==> run_1/port_nets.png <==
Scale: 6 px per um.
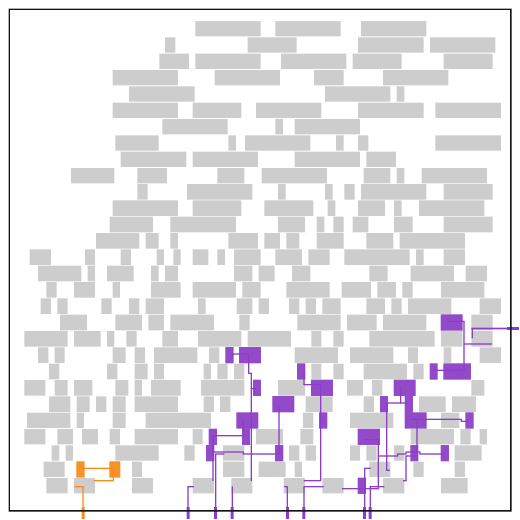
==> run_1/wire_density.png <==
Scale: 4 px per um. 17 x 17 tiles, from white (low) to dark blue (high), scaled to the fullest tile. Values are wire area over tile area, all layers added.
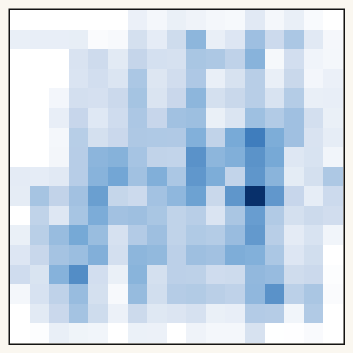
==> run_1/final_congestion.png <==
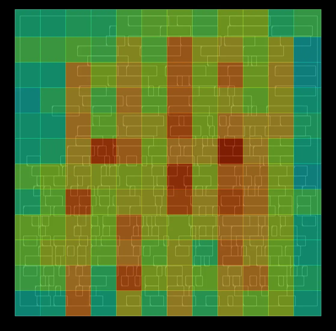
### src/rtl/maxpool2x2_ctrl.sv
// rtl/maxpool2x2_ctrl.sv - 2x2 stride-2 max-pool sequencer for one raster-order channel.
module maxpool2x2_ctrl #(
    parameter int DATA_WIDHT = 8,
    parameter int IMG_WIDTH  = 8,
    parameter int IMG_HEIGHT = 8,
    parameter int SIGNED     = 0
) (
    input  logic                  clk,
    input  logic                  rst,
    input  logic                  Start,
    input  logic                  In_Valid,
    output logic                  In_Ready,
    input  logic [DATA_WIDHT-1:0] In_Data,
    output logic                  Out_Valid,
    input  logic                  Out_Ready,
    output logic [DATA_WIDHT-1:0] Out_Data,
    output logic                  Busy,
    output logic                  Done
);
    localparam int CW  = (IMG_WIDTH  > 2) ? $clog2(IMG_WIDTH)  : 1;
    localparam int RW  = (IMG_HEIGHT > 2) ? $clog2(IMG_HEIGHT) : 1;
    localparam int LBN = IMG_WIDTH / 2;
    localparam int LW  = (LBN > 1) ? $clog2(LBN) : 1;

    typedef enum logic [1:0] {S_IDLE, S_RUN, S_FLUSH} state_t;

    state_t                r_state;
    state_t                w_next;
    logic [CW-1:0]         r_col;
    logic [RW-1:0]         r_row;
    logic [DATA_WIDHT-1:0] r_h;
    logic [DATA_WIDHT-1:0] r_out_data;
    logic                  r_out_valid;
    logic [DATA_WIDHT-1:0] r_lb [0:(1<<LW)-1];

    logic                  w_in_ready;
    logic                  w_accept;
    logic                  w_col_last;
    logic                  w_row_last;
    logic                  w_load;
    logic [LW-1:0]         w_lb_idx;
    logic [DATA_WIDHT-1:0] w_h;

    // Ties return the first operand.
    function automatic logic [DATA_WIDHT-1:0] f_max(input logic [DATA_WIDHT-1:0] a,
                                                     input logic [DATA_WIDHT-1:0] b);
        if (SIGNED != 0)
            return ($signed(a) >= $signed(b)) ? a : b;
        return (a >= b) ? a : b;
    endfunction

    // Only the window-completing pixel needs the output register, so only it stalls.
    assign w_in_ready = (r_state == S_RUN) &&
                        !(r_row[0] && r_col[0] && r_out_valid && !Out_Ready);
    assign w_accept   = In_Valid && w_in_ready;
    assign w_col_last = (r_col == CW'(IMG_WIDTH - 1));
    assign w_row_last = (r_row == RW'(IMG_HEIGHT - 1));
    assign w_lb_idx   = LW'(r_col >> 1);
    assign w_h        = f_max(r_h, In_Data);
    assign w_load     = w_accept && r_col[0] && r_row[0];

    assign In_Ready  = w_in_ready;
    assign Out_Valid = r_out_valid;
    assign Out_Data  = r_out_data;
    assign Busy      = (r_state != S_IDLE);

    always_comb begin
        w_next = r_state;
        Done   = 1'b0;
        case (r_state)
            S_IDLE:  if (Start) w_next = S_RUN;
            S_RUN:   if (w_accept && w_col_last && w_row_last) w_next = S_FLUSH;
            S_FLUSH: begin
                if (!r_out_valid || Out_Ready) begin
                    Done   = 1'b1;
                    w_next = S_IDLE;
                end
            end
            default: w_next = S_IDLE;
        endcase
    end

    always_ff @(posedge clk) begin
        if (rst) begin
            r_state     <= S_IDLE;
            r_col       <= '0;
            r_row       <= '0;
            r_h         <= '0;
            r_out_valid <= 1'b0;
            r_out_data  <= '0;
        end else begin
            r_state <= w_next;
            if (r_state == S_IDLE && Start) begin
                r_col <= '0;
                r_row <= '0;
            end
            if (w_accept) begin
                if (w_col_last) begin
                    r_col <= '0;
                    r_row <= w_row_last ? '0 : r_row + 1'b1;
                end else begin
                    r_col <= r_col + 1'b1;
                end
                if (!r_col[0])
                    r_h <= In_Data;
            end
            if (w_load) begin
                r_out_data  <= f_max(r_lb[w_lb_idx], w_h);
                r_out_valid <= 1'b1;
            end else if (Out_Ready) begin
                r_out_valid <= 1'b0;
            end
        end
    end

    // Line buffer holds the even row's horizontal maxima; contents need no reset.
    always_ff @(posedge clk) begin
        if (w_accept && r_col[0] && !r_row[0])
            r_lb[w_lb_idx] <= w_h;
    end
endmodule

### config.mk
export PLATFORM = sky130hd
export DESIGN_NAME = maxpool2x2_ctrl
export DESIGN_NICKNAME = d
export VERILOG_FILES = /design/src/rtl/maxpool2x2_ctrl.sv
export SDC_FILE = /design/constraint.sdc
export NUM_CORES = 1
export LEC_CHECK = 0
export CAP_MARGIN = 5
export CELL_PAD_IN_SITES_DETAIL_PLACEMENT = 1
export CELL_PAD_IN_SITES_GLOBAL_PLACEMENT = 2
export CORE_UTILIZATION = 41
export DETAILED_ROUTE_END_ITERATION = 8
export PLACE_DENSITY = 0.89
export SYNTH_ARGS = -nofsm -noshare
export SYNTH_HDL_FRONTEND = slang
export SYNTH_SLANG_ARGS = --single-unit
### constraint.sdc
create_clock -name clk -period 10.3 [get_ports clk]
set_input_delay 2.06 -clock clk [delete_from_list [all_inputs] [get_ports clk]]
set_output_delay 2.06 -clock clk [all_outputs]
set_load 0.05 [all_outputs]
==> impl_metrics.json, run 1 <==
{
  "n_clock_buffer": 9,
  "seq_power_share_pct": 48.6,
  "timing.final.crit_share_pct": 58.1,
  "avg_synthesized_cell_area_um2": 11.8,
  "min_from": "r_row[2]$_SDFF_PP0_",
  "worstHoldPathCells": 2,
  "cts-hold-fix-buffers": 0,
  "reg2reg_from": "r_h[0]$_SDFFE_PP0P_",
  "worst_path_largest_cell_delay_ps": 610,
  "dominant_cells": "sequential cells",
  "switching_power_uw": 120,
  "postCtsResizedCells": 0,
  "cts_made_buffers": 9,
  "die-width_um": 83.4,
  "net_switching_share_of_the_total_power_pct": 23.1,
  "drt-pass1-iter-count": 4,
  "cts_root_buffer": "clkbuf_8",
  "top_cell_area_share_pct": 35.4,
  "hold_violations": 0,
  "cts.htree.levels": 3,
  "worstReg2RegEnd": "Out_Data[1]$_SDFFE_PP0P_",
  "outcome": "complete, no violations",
  "min_delay_worst_endpoint": "r_row[2]$_SDFF_PP0_",
  "holdCritPathClass": "flop to flop",
  "power_leakage_nw": 1.25,
  "cell_internal_power_uw": 402,
  "worst_setup_end_kind": "flop"
}
Back to the opening pictures, port_nets.png:
- In_Data: purple (direction input; end cells 24; buffers 8; wire 223 um)
- Start: orange (direction input; end cells 2; buffers 1; wire 15.3 um)
Ports: 25
number of input and output port buffers inserted: 24

Back to the opening pictures, wire_density.png:
- mean over tiles: 0.14
- fullest tile: 0.59
- tiles over half the peak: 6.2%
- emptiest ninth of the die: top left
Post-Route WL: 6150 um
drt wl/cell: 18.2 um
overall track demand over capacity in global routing: 19.2%

Back to the opening pictures, final_congestion.png:
met1 track utilization from global routing: 25.4%
met3 layer usage reported by global route: 3.68%

-- run 1: worst max path at each step --
stage	start	endpoint	slack [ps]
after floorplan	In_Data[0]	Out_Data[2]$_SDFFE_PP0P_	4930
after global placement	In_Data[0]	Out_Data[2]$_SDFFE_PP0P_	4140
after detailed placement	In_Data[0]	Out_Data[5]$_SDFFE_PP0P_	4040
after CTS	In_Data[0]	Out_Data[1]$_SDFFE_PP0P_	4300
after global routing	In_Data[0]	Out_Data[1]$_SDFFE_PP0P_	4120
final	In_Data[0]	Out_Data[1]$_SDFFE_PP0P_	4320
-- run 1: sequential cells by signal (all words and copies together), names as in the netlist, named ones only --
signal,flops
r_lb,32
Out_Data,8
r_h,8
r_col,3
r_row,3
r_state,2
Out_Valid,1
-- run 1: metrics by stage --
| step | instances | util (%) | hold slack, ps | worst slack [ps] |
|---|---|---|---|---|
| 6_report | 339 | 50.6 | 473 | 4320 |
| 5_1_grt | 339 | 50.6 | 521 | 4120 |
| 4_1_cts | 339 | 50.6 | 479 | 4300 |
| 3_3_place_gp | 323 | 47.2 | 463 | 4140 |
| 2_1_floorplan | 230 | - | 452 | 4930 |
| 3_5_place_dp | 323 | 47.2 | 470 | 4040 |
-- run 1: cell families after synthesis --
kind of cell / count (synthesis) / synth area share [%]
AOI/OAI and AO/OA: 54 / 11.9
adders and majority gates: 20 / 9.22
buffers and inverters: 28 / 4.20
DFF: 59 / 55.3
muxes: 16 / 9.59
and+or+nand+nor: 53 / 9.73
-- run 1: tightest hold or removal path: cells and delay by family, from the launching register on --
| kind | cells | cell delay (ps) |
|---|---|---|
| AOI/OAI and AO/OA | 1 | 60 |
| DFF | 1 | 310 |
| and+or+nand+nor | 1 | 60 |
-- run 1: power groups by stage --
stage / registers, mW / logic [mW] / clock network (mW)
after floorplan: 0.257 / 0.0254 / 0
after global placement: 0.259 / 0.0366 / 0
after detailed placement: 0.259 / 0.0379 / 0
after CTS: 0.254 / 0.0383 / 0.234
after global routing: 0.254 / 0.0427 / 0.244
final: 0.254 / 0.0378 / 0.230
-- run 1: layout by cell type, fill, tap and decap left out, types with 9 or more instances in the layout --
cell type | netlist | final
o21ai_0 | 13 | 13
nand3_1 | 9 | 9
clkbuf_8 | 0 | 9
dfxtp_1 | 27 | 27
a21oi_1 | 17 | 17
nor2_1 | 9 | 9
inv_1 | 19 | 19
nand2_1 | 16 | 16
edfxtp_1 | 32 | 32
ha_1 | 20 | 20
clkdlybuf4s50_1 | 0 | 24
-- run 1: layer usage --
layer / up-vias / track usage [%] / part of all wire (%)
met1: 911 / 25.4 / 48
met2: 32 / 30.7 / 48
li1: 916 / - / -
met5: - / 0 / 0
met4: 0 / 8.46 / 1.4
met3: 9 / 3.68 / 3.3
-- run 1: synth_stat cells, drive strengths merged --
cell type  number
edfxtp         32
and2            1
mux4            8
o21ai          21
dfxtp          27
nand4b          1
a21oi          18
nand2          16
mux2i           8
nor3b           4
nor2            9
nand3b          1
nor2b           2
and3            2
inv            19
or3             1
nand3           9
a31oi           3
a2111o          1
buf             2
a21o            2
or4             1
nand2b          1
nor3            3
clkbuf          7
a32oi           8
nand4           2
a221o           1
ha             20
==> run 1 -> run 2 <==
- CORE_UTILIZATION: 41 -> 38
- PLACE_DENSITY: 0.89 -> 0.84
- clock period: 10.3 -> 5.85 ns (I/O delays scaled with it)
==> run_2/wire_density.png <==
Scale: 4 px per um. 17 x 17 tiles, from white (low) to dark blue (high), scaled to the fullest tile. Values are wire area over tile area, all layers added.
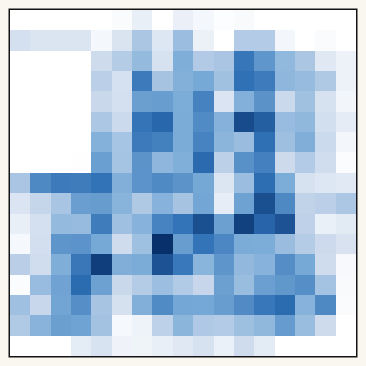
- fullest tile: 0.36
- mean over tiles: 0.12
- densest ninth of the die: middle
Post-Route WL: 5890 um
overall track demand over capacity in global routing: 18.0%
via count: 1874
drt wl/cell: 16.4 um

==> run_2/final_congestion.png <==
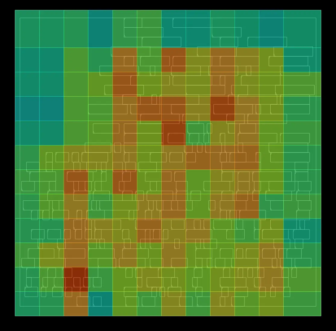
met3 layer usage reported by global route: 4.48%
met1 track utilization from global routing: 22.8%
final design utilization: 47.7%

==> impl_metrics.json, run 2 <==
{
  "outcome": "complete, no violations",
  "cts-hold-fix-buffers": 0,
  "place.detailed.instances": 342,
  "port-buffer-count": 24,
  "worst_path_largest_cell_delay_ps": 600,
  "io_pins": 25,
  "worstSetupEndpoint": "Out_Data[5]$_SDFFE_PP0P_",
  "avg_synthesized_cell_area_um2": 11.8,
  "synthTopCellsByCount": "32 x edfxtp_1, 27 x dfxtp_1, 20 x ha_1",
  "layout.cells.most_common": "edfxtp_1",
  "cts_made_buffers": 9,
  "synth-edff-count": 32,
  "reg2reg_from": "r_h[0]$_SDFFE_PP0P_",
  "met2RoutedLength_um": 2890,
  "hold_violations": 0,
  "lay_top_cells": "32 x edfxtp_1, 27 x dfxtp_1, 24 x clkdlybuf4s50_1",
  "timing.final.crit_share_pct": 85.5,
  "ff_type": "edfxtp_1",
  "holdWs_ps": 482,
  "postCtsResizedCells": 0,
  "worst_setup_end_kind": "flop",
  "drt-pass1-iter-count": 4,
  "worstReg2RegEnd": "Out_Data[5]$_SDFFE_PP0P_",
  "top_cell_area_share_pct": 35.4,
  "maxUsedRoutingLayer": "met4",
  "met1_length_um": 2720,
  "die-width_um": 86.5,
  "async_sr_flop_fraction_pct": 0,
  "holdCritPathClass": "flop to flop",
  "number_of_flip_flops_under_the_largest_register_name": 32,
  "power_leakage_nw": 1.25,
  "r2r_setup_slack_ps": 1790,
  "cts.htree.levels": 3,
  "cts_root_buffer": "clkbuf_8",
  "worstMarginPinSlew_ps": 807,
  "startpoint": "In_Data[0]",
  "synth_dominant_cell_count": "edfxtp_1"
}
## run 2: netlist changes by cell type in the layout (fill, tap and decap cells not counted), sizes merged
cell      before  now
clkinvlp       1    3
clkinv         3    2
inv           20   19
## run 2: worst min path at each step
stage	startpoint	endpoint	slack [ps]	depth (start not counted)
6_report	r_row[2]$_SDFF_PP0_	r_row[2]$_SDFF_PP0_	480	2
5_1_grt	r_row[2]$_SDFF_PP0_	r_row[2]$_SDFF_PP0_	510	2
4_1_cts	r_row[2]$_SDFF_PP0_	r_row[2]$_SDFF_PP0_	490	2
3_5_place_dp	r_row[2]$_SDFF_PP0_	r_row[2]$_SDFF_PP0_	480	2
3_3_place_gp	r_row[2]$_SDFF_PP0_	r_row[2]$_SDFF_PP0_	460	2
2_1_floorplan	r_row[1]$_SDFF_PP0_	r_row[1]$_SDFF_PP0_	450	2
## run 2: final cells by class
cell class              count  area share (%)
inverters                  19            2.19
multi-input cells         143            33.7
flip-flops and latches     59            46.1
repair buffers             25            7.61
clock buffers               9            3.80
well taps                  96            3.69
clock inverters             7            2.84
## run 2: per-layer routing
metal	up-vias	track usage [%]
li1	917	-
met1	919	22.8
met2	26	29.3
met3	12	4.48
met4	0	8.18
met5	-	0
## run 2: worst max-delay path, delay by kind of cell
family | cells | cell delay, ps
adders and majority gates | 2 | 610
and+or+nand+nor | 2 | 730
muxes | 1 | 410
buffers and inverters | 1 | 460
AOI/OAI and AO/OA | 6 | 1880
## run 2: cell families (layout without fill, tap and decap cells)
group / count (synthesis) / after routing / share of synthesized area, %
simple gates: 53 / 53 / 9.73
compound gates: 54 / 54 / 11.9
fa+ha+maj: 20 / 20 / 9.22
buf+inv: 28 / 60 / 4.20
flops: 59 / 59 / 55.3
mux: 16 / 16 / 9.59
## run 2: power breakdown
| group | total (mW) | switching (mW) | internal [mW] |
|---|---|---|---|
| combinational | 0.0658 | 0.0394 | 0.0264 |
| clock | 0.403 | 0.165 | 0.238 |
| sequential | 0.447 | 0.00468 | 0.442 |
## run 2: per-stage QoR
stage	setup WS, ps	area [um2]
floorplan	1370	2710
global placement	553	3040
detailed placement	511	3040
CTS	815	3260
global route	607	3260
finish	848	3260
==> run 2 -> run 3 <==
- ABC_CLOCK_PERIOD_IN_PS: default -> 5850
- MAX_ROUTING_LAYER: default -> met4
- SETUP_SLACK_MARGIN: default -> 0.4
==> run_3/port_nets.png <==
Scale: 6 px per um.
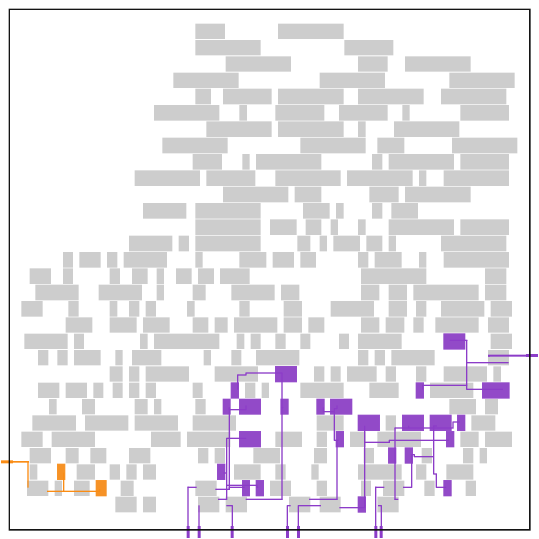
- In_Data: purple (direction input; end cells 24; buffers 8; wire 262 um)
- Start: orange (direction input; end cells 2; buffers 1; wire 18.9 um)

==> run_3/clock_map.png <==
Scale: 6 px per um.
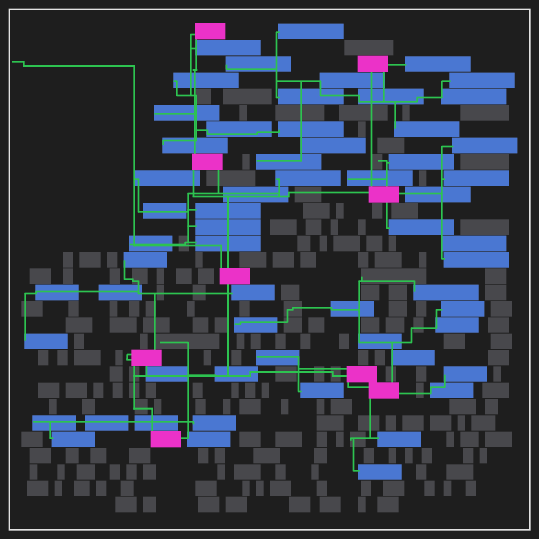
- flip-flops: blue (count 59)
- cells driving clock nets: magenta (count 9)
- clock wires: green (length 767 um)
- routed clock nets: 10
power drawn by the clock network: 403 uW
Worst-Skew Late Latency: 340 ps

==> impl_metrics.json, run 3 <==
{
  "outcome": "complete, no violations",
  "global_route_track_usage_on_met2_pct": 29.4,
  "lay_top_cells": "32 x edfxtp_1, 27 x dfxtp_1, 24 x clkdlybuf4s50_1",
  "regMostFlops": "r_lb",
  "worstPathBufferInverterCount": 1,
  "cts.htree.levels": 3,
  "top_non_seq_family": "AND-OR/OR-AND gates",
  "postCtsResizedCells": 0,
  "synth_dominant_cell_count": "edfxtp_1",
  "gr-usage-all-layers_pct": 18.6,
  "synth.cellmix.adderShare_pct": 9.22,
  "avg_synthesized_cell_area_um2": 11.8,
  "layout_setup_ws_ps": 853,
  "layout.cells.most_common": "edfxtp_1",
  "die-width_um": 86.5,
  "avgRoutedWirePerCell_um": 16.5,
  "synthTopCellsByCount": "32 x edfxtp_1, 27 x dfxtp_1, 20 x ha_1",
  "worst_path_largest_cell_delay_ps": 590,
  "ff_type": "edfxtp_1",
  "timing.final.crit_share_pct": 85.4
}
-- run 3: final cells by class --
type                            instances  share of cell area [%]
Clock buffer                            9                    3.80
Clock inverter                          7                    2.84
Inverter                               19                    2.19
Multi-Input combinational cell        143                    33.7
Sequential cell                        59                    46.1
Tap cell                               96                    3.69
Timing Repair Buffer                   25                    7.61
-- run 3: metal layers --
layer,vias up,part of all wire [%]
met1,922,46
met5,-,0
met2,30,49
li1,918,-
met3,12,3.1
met4,0,1.7
-- run 3: final timing paths --
kind | startpoint | end | slack, ps | depth (start not counted)
setup reg to reg | r_h[0]$_SDFFE_PP0P_ | Out_Data[5]$_SDFFE_PP0P_ | 1800 | 12
hold / removal | r_row[2]$_SDFF_PP0_ | r_row[2]$_SDFF_PP0_ | 480 | 2
setup / recovery | In_Data[0] | Out_Data[5]$_SDFFE_PP0P_ | 850 | 12
hold reg to reg | r_row[2]$_SDFF_PP0_ | r_row[2]$_SDFF_PP0_ | 480 | 2
-- run 3: cells by family after synthesis --
family / Yosys count
buf+inv: 28
compound gates: 54
simple gates: 53
flops: 59
mux: 16
fa+ha+maj: 20
-- run 3: report_power, final --
part           total [mW]  internal (mW)  switching [mW]
clock network       0.403          0.238           0.165
registers           0.447          0.442         0.00467
logic              0.0657         0.0264          0.0393
-- run 3: worst reg2reg max path: cells and delay by family (launching register included) --
family | cells | cell delay (ps)
and+or+nand+nor | 2 | 730
muxes | 1 | 410
buffers and inverters | 1 | 50
adders and majority gates | 2 | 560
DFF | 1 | 350
AOI/OAI and AO/OA | 6 | 1880
-- run 3: per-stage QoR --
step                cell area [um2]  utilization, %  power (mW)  instances  hold WS, ps
floorplan                      2710               -       0.498        230          452
global placement               3040            44.5       0.520        342          463
detailed placement             3040            44.5       0.523        342          476
CTS                            3260            47.7       0.928        358          486
global route                   3260            47.7       0.952        358          507
finish                         3260            47.7       0.915        358          482
Power and IR drop assume default switching activity.
